### src/rtl/lc3_data_mem_ws_pkg.sv
// Shared types and constants for the LC3 wait-state data memory.
package lc3_data_mem_ws_pkg;

  // Access sequencing states: idle, counting wait states, completion cycle.
  typedef enum logic [1:0] {
    IDLE = 2'd0,
    WAIT = 2'd1,
    DONE = 2'd2
  } dmem_state_e;

  // Wait counter width; wait states range 0..15.
  localparam int WAIT_CNT_W = 4;

  // Default geometry and timing.
  localparam int DEF_DATA_W     = 16;
  localparam int DEF_ADDR_W     = 16;
  localparam int DEF_DEPTH_LOG2 = 8;
  localparam int DEF_RD_WAIT    = 2;
  localparam int DEF_WR_WAIT    = 1;

endpackage

### src/rtl/lc3_dmem_array.sv
// Single-port synchronous backing store with a registered read port.
// The storage is never reset; rdata only changes on a read access.
module lc3_dmem_array #(
  parameter int DATA_W     = 16,
  parameter int DEPTH_LOG2 = 8
) (
  input  logic                  clock,
  input  logic                  en,
  input  logic                  we,
  input  logic [DEPTH_LOG2-1:0] addr,
  input  logic [DATA_W-1:0]     wdata,
  output logic [DATA_W-1:0]     rdata
);

  logic [DATA_W-1:0] mem [2**DEPTH_LOG2];

  // One access per edge: either write the word or capture it into rdata.
  always_ff @(posedge clock) begin
    if (en) begin
      if (we) begin
        mem[addr] <= wdata;
      end else begin
        rdata <= mem[addr];
      end
    end
  end

endmodule

### src/rtl/lc3_data_mem_ws.sv
// LC3 data memory with independent read/write wait states, a one-cycle
// completion pulse, out-of-range detection and a busy indication.
module lc3_data_mem_ws
  import lc3_data_mem_ws_pkg::*;
#(
  parameter int DATA_W     = DEF_DATA_W,
  parameter int ADDR_W     = DEF_ADDR_W,
  parameter int DEPTH_LOG2 = DEF_DEPTH_LOG2,
  parameter int RD_WAIT    = DEF_RD_WAIT,
  parameter int WR_WAIT    = DEF_WR_WAIT
) (
  input  logic              clock,
  input  logic              reset,
  input  logic              mem_req,
  input  logic              mem_rd,
  input  logic [ADDR_W-1:0] addr,
  input  logic [DATA_W-1:0] din,
  output logic [DATA_W-1:0] dout,
  output logic              complete_data,
  output logic              busy,
  output logic              err
);

  localparam logic [WAIT_CNT_W-1:0] RD_W = WAIT_CNT_W'(RD_WAIT);
  localparam logic [WAIT_CNT_W-1:0] WR_W = WAIT_CNT_W'(WR_WAIT);

  dmem_state_e           state_q, state_d;
  logic [WAIT_CNT_W-1:0] cnt_q, cnt_d;

  logic              rd_q;
  logic [ADDR_W-1:0] addr_q;
  logic [DATA_W-1:0] din_q;

  logic complete_q;
  logic err_q;
  logic dout_clr_q;

  logic                  accept;
  logic [WAIT_CNT_W-1:0] req_wait;
  logic                  commit;
  logic                  cur_rd;
  logic [ADDR_W-1:0]     cur_addr;
  logic [DATA_W-1:0]     cur_din;
  logic                  cur_oor;

  logic              ram_en;
  logic              ram_we;
  logic [DATA_W-1:0] ram_rdata;

  // Acceptance, commit detection and the effective access. With zero wait
  // states the commit happens on the acceptance edge itself, so the access
  // fields come straight from the inputs instead of the latches.
  always_comb begin
    accept   = 1'b0;
    req_wait = '0;
    commit   = 1'b0;
    cur_rd   = rd_q;
    cur_addr = addr_q;
    cur_din  = din_q;
    cur_oor  = 1'b0;

    accept   = mem_req && ((state_q == IDLE) || (state_q == DONE));
    req_wait = mem_rd ? RD_W : WR_W;
    if (accept) begin
      cur_rd   = mem_rd;
      cur_addr = addr;
      cur_din  = din;
    end
    commit  = (accept && (req_wait == '0)) ||
              ((state_q == WAIT) && (cnt_q == '0));
    cur_oor = (cur_addr >> DEPTH_LOG2) != '0;
  end

  // Next-state and wait counter logic.
  always_comb begin
    state_d = state_q;
    cnt_d   = cnt_q;
    case (state_q)
      IDLE, DONE: begin
        if (accept) begin
          if (req_wait == '0) begin
            state_d = DONE;
          end else begin
            state_d = WAIT;
            cnt_d   = req_wait - WAIT_CNT_W'(1);
          end
        end else begin
          state_d = IDLE;
        end
      end
      WAIT: begin
        if (cnt_q == '0) begin
          state_d = DONE;
        end else begin
          cnt_d = cnt_q - WAIT_CNT_W'(1);
        end
      end
      default: begin
        state_d = IDLE;
        cnt_d   = '0;
      end
    endcase
  end

  // Array access fires only on the DONE-entry edge; reset blocks it so an
  // aborted write never lands. Out-of-range accesses never touch the array.
  always_comb begin
    ram_en = 1'b0;
    ram_we = 1'b0;
    ram_en = commit && !reset && !cur_oor;
    ram_we = !cur_rd;
  end

  // State, counter, request latches and registered status outputs.
  always_ff @(posedge clock) begin
    if (reset) begin
      state_q    <= IDLE;
      cnt_q      <= '0;
      rd_q       <= 1'b0;
      addr_q     <= '0;
      din_q      <= '0;
      complete_q <= 1'b0;
      err_q      <= 1'b0;
      dout_clr_q <= 1'b1;
    end else begin
      state_q    <= state_d;
      cnt_q      <= cnt_d;
      complete_q <= commit;
      err_q      <= commit && cur_oor;
      if (commit && cur_rd) begin
        dout_clr_q <= cur_oor;
      end
      if (accept) begin
        rd_q   <= mem_rd;
        addr_q <= addr;
        din_q  <= din;
      end
    end
  end

  lc3_dmem_array #(
    .DATA_W     (DATA_W),
    .DEPTH_LOG2 (DEPTH_LOG2)
  ) u_array (
    .clock (clock),
    .en    (ram_en),
    .we    (ram_we),
    .addr  (cur_addr[DEPTH_LOG2-1:0]),
    .wdata (cur_din),
    .rdata (ram_rdata)
  );

  assign dout          = dout_clr_q ? '0 : ram_rdata;
  assign complete_data = complete_q;
  assign err           = err_q;
  assign busy          = (state_q == WAIT);

endmodule

### config.mk
export PLATFORM = sky130hd
export DESIGN_NAME = lc3_data_mem_ws
export DESIGN_NICKNAME = d
export VERILOG_FILES = /design/src/rtl/lc3_data_mem_ws_pkg.sv /design/src/rtl/lc3_dmem_array.sv /design/src/rtl/lc3_data_mem_ws.sv
export SDC_FILE = /design/constraint.sdc
export NUM_CORES = 2
export LEC_CHECK = 0
export ABC_AREA = 0
export CAP_MARGIN = 20
export CORE_UTILIZATION = 45
export DETAILED_ROUTE_END_ITERATION = 16
export PLACE_DENSITY_LB_ADDON = 0.12
export SLEW_MARGIN = 0
export SYNTH_ARGS = -nofsm -noshare
export SYNTH_HDL_FRONTEND = slang
export SYNTH_SLANG_ARGS = --single-unit
### constraint.sdc
create_clock -name clock -period 14.5 [get_ports clock]
set_input_delay 2.9 -clock clock [delete_from_list [all_inputs] [get_ports clock]]
set_output_delay 2.9 -clock clock [all_outputs]
set_load 0.01 [all_outputs]
**Floorplan with the power grid**

Pins as bars on the die edge. Tap cells in grey.
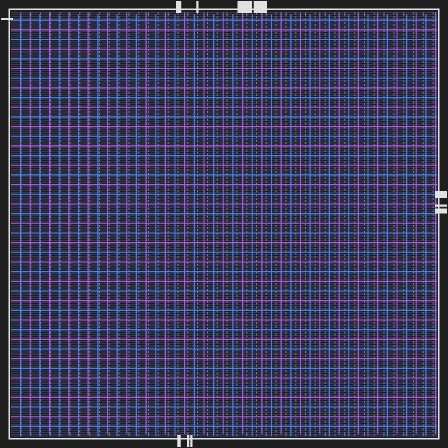
VSS -> blue
VDD -> purple
rows = 219
tap cells = 4751
met4 straps = 44
met1 rails = 220

**Routed clock nets over the placement**

The bar under the picture is 200 µm long.
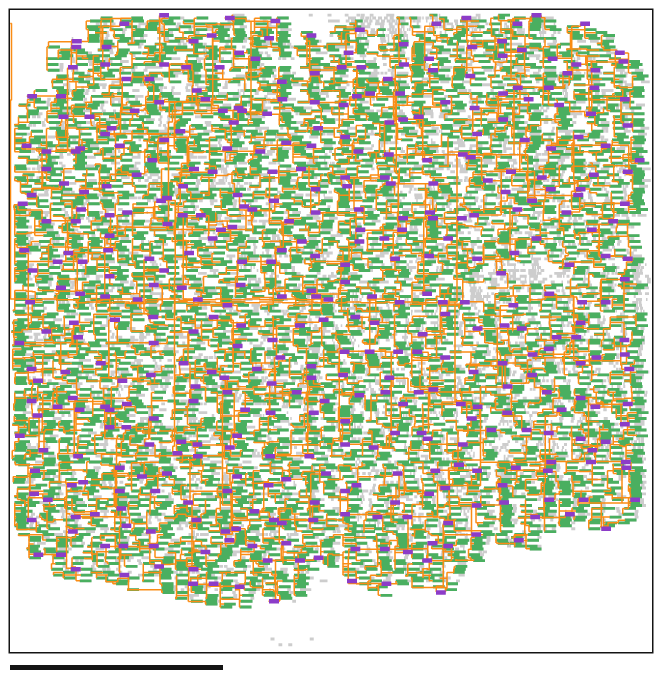
flip-flops -> green  # count 4154
cells driving clock nets -> purple  # count 427
clock wires -> orange  # length 48.1 mm
flops lie = all over the die

==> ci_impl_report.md <==
### Flow metrics

| Metric | Value |
|---|---|
| Syn Area/Cell | 18.3 µm² |
| Worst min-delay path class | register to register |
| M3 GR Usage | 4.66% |
| Top-area cell share | 76.3% |
| Critical path fanouts, max | 46 |
| DP HPWL | 285000 µm |
| XOR Share, Synth | 0.0108% |
| Leakage Power | 61.1 nW |
| Comb area share | 19.1% |
| # setup viols final | 0 |
| Layout Nets | 9233 |
| Area post-placement | 170000 µm² |
| Top Usage Layer GRT | met2 |
| Final Max Slew Viols | 0 |
| Cell Count Post-Placement | 13500 |
| Clock-cell share | 7.32% |
| Comb_multi_in | 3955 |
| Initial antenna violation count | 25 |
| WP data arrival | 9.39 ns |
| Non-clock buffers | 520 |
| Flop share of the area | 67.7% |
| Critical Path RT | 15.21 ns |
| Final period utilization | 59.8% |
| Post-route cell area | 184000 µm² |
| Number of global-route vias before repair | 86500 |
| Floorplan Core Area | 357000 µm² |
| Layout cells sized above 1 | 17.3% |
| H-tree levels | 5 |
| Die Span X | 602 µm |
| Max Cap Violations | 0 |
| Flip-flop and latch area | 124000 µm² |
| TritonRoute pass-1 iters | 6 |
| Overflow after GRT | 0 |
| Post-synth top area cell | edfxtp_1 |
| Buf/Inv on CP | 8 |
| Wire length on met2 | 232000 µm |
| Ports | 55 |
| CP max stage delay | 0.83 ns |
| Hold Path Origin | addr_q[11]$_SDFF_PP0_ |
| Top cell excl fill/tap | edfxtp_1 |
| FP Util | 45.4% |
| Worst-margin pin slew | 1.27 ns |
| Adder Share, Synth | 0.00773% |
| Largest net degree at the start of global routing | 193 |
| First-pass GRT wire length | 680000 µm |
| Post-Syn Area | 162000 µm² |
| Status | finished, final reports clean |
| Worst path top cell family by delay | buffers and inverters |
| Hold Path Sink | addr_q[11]$_SDFF_PP0_ |
| Area delta synth->final | 13.5% |
| Top FF cell, synth | edfxtp_1 |
| Drt drc | 0 |
| Drt via density | 6.23 |
| Power, Total | 26.3 mW |
| Mux area share | 10.7% |
| Synthesis area per yosys | 162000 µm² |
**Placed cells, one colour a class**

The bar under the picture is 200 µm long.
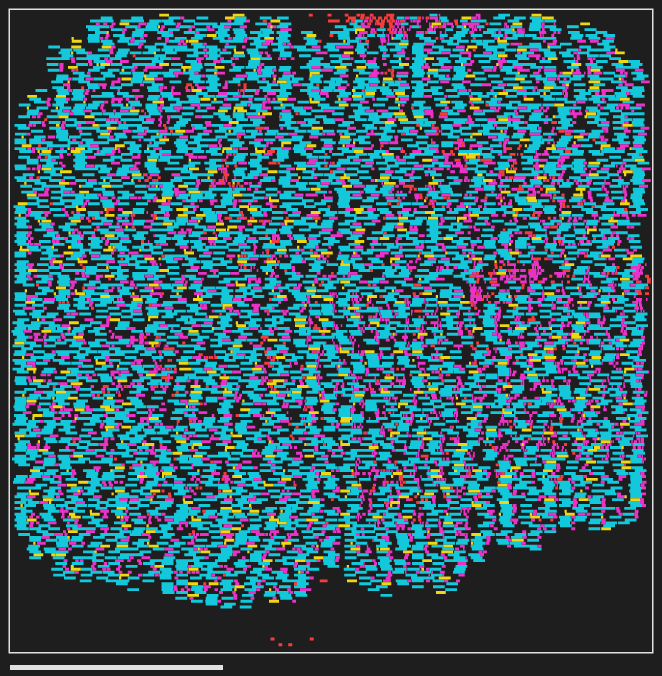
other buffers and delay cells -> red  # cells 520, share of their area 2.5%
clock drivers and dummy loads -> yellow  # cells 784, share of their area 7.6%
flip-flops -> cyan  # cells 4154, share of their area 70%
all other logic -> magenta  # cells 4093, share of their area 20%

[synthesized netlist by cell type (70+ instances only)]
master,count
clkbuf_1,295
edfxtp_1,4112
nand2_1,723
o211ai_1,144
mux2i_1,723
buf_2,190
nand3_1,261
a221oi_1,289
mux4_2,448
a31oi_1,70
a22oi_1,176
a21oi_1,80
inv_1,137
nor2_1,280
a211oi_1,193
[metrics by stage]
step	util, %	hold slack, ns	setup slack, ns
4_1_cts	51.4	0.462	5.99
3_3_place_gp	47.6	0.444	3.93
3_5_place_dp	47.7	0.454	4.94
6_report	51.5	0.463	5.82
2_1_floorplan	-	0.436	6.45
5_1_grt	51.5	0.488	5.62
[worst max path at each step]
stage               slack (ns)  cells after the start    start                            to
floorplan                 6.45                      8  mem_req  u_array.mem[0][10]$_DFFE_PP_
global placement          3.93                     14  mem_req    u_array.rdata[6]$_DFFE_PP_
detailed placement        4.94                     16  mem_req    u_array.rdata[6]$_DFFE_PP_
CTS                       5.99                     16  mem_req    u_array.rdata[6]$_DFFE_PP_
global route              5.62                     16  mem_req    u_array.rdata[6]$_DFFE_PP_
finish                    5.82                     16  mem_req    u_array.rdata[6]$_DFFE_PP_
[registers in the layout, summed over array words and instances, names as in the netlist]
register	cells
state_q	2
din_q	16
rd_q	1
u_array.rdata	16
u_array.mem	4096
cnt_q	4
addr_q	16
complete_data	1
dout_clr_q	1
err	1
[where the power goes]
group | total, mW | switching [mW] | internal (mW) | leakage (nW)
combinational | 2.19 | 1.58 | 0.615 | 16.7
sequential | 13.4 | 0.00688 | 13.4 | 37.8
clock | 10.7 | 4.61 | 6.10 | 6.58
total | 26.3 | 6.20 | 20.1 | 61.1
No activity file was given, so power comes from the tool's default toggle rates.
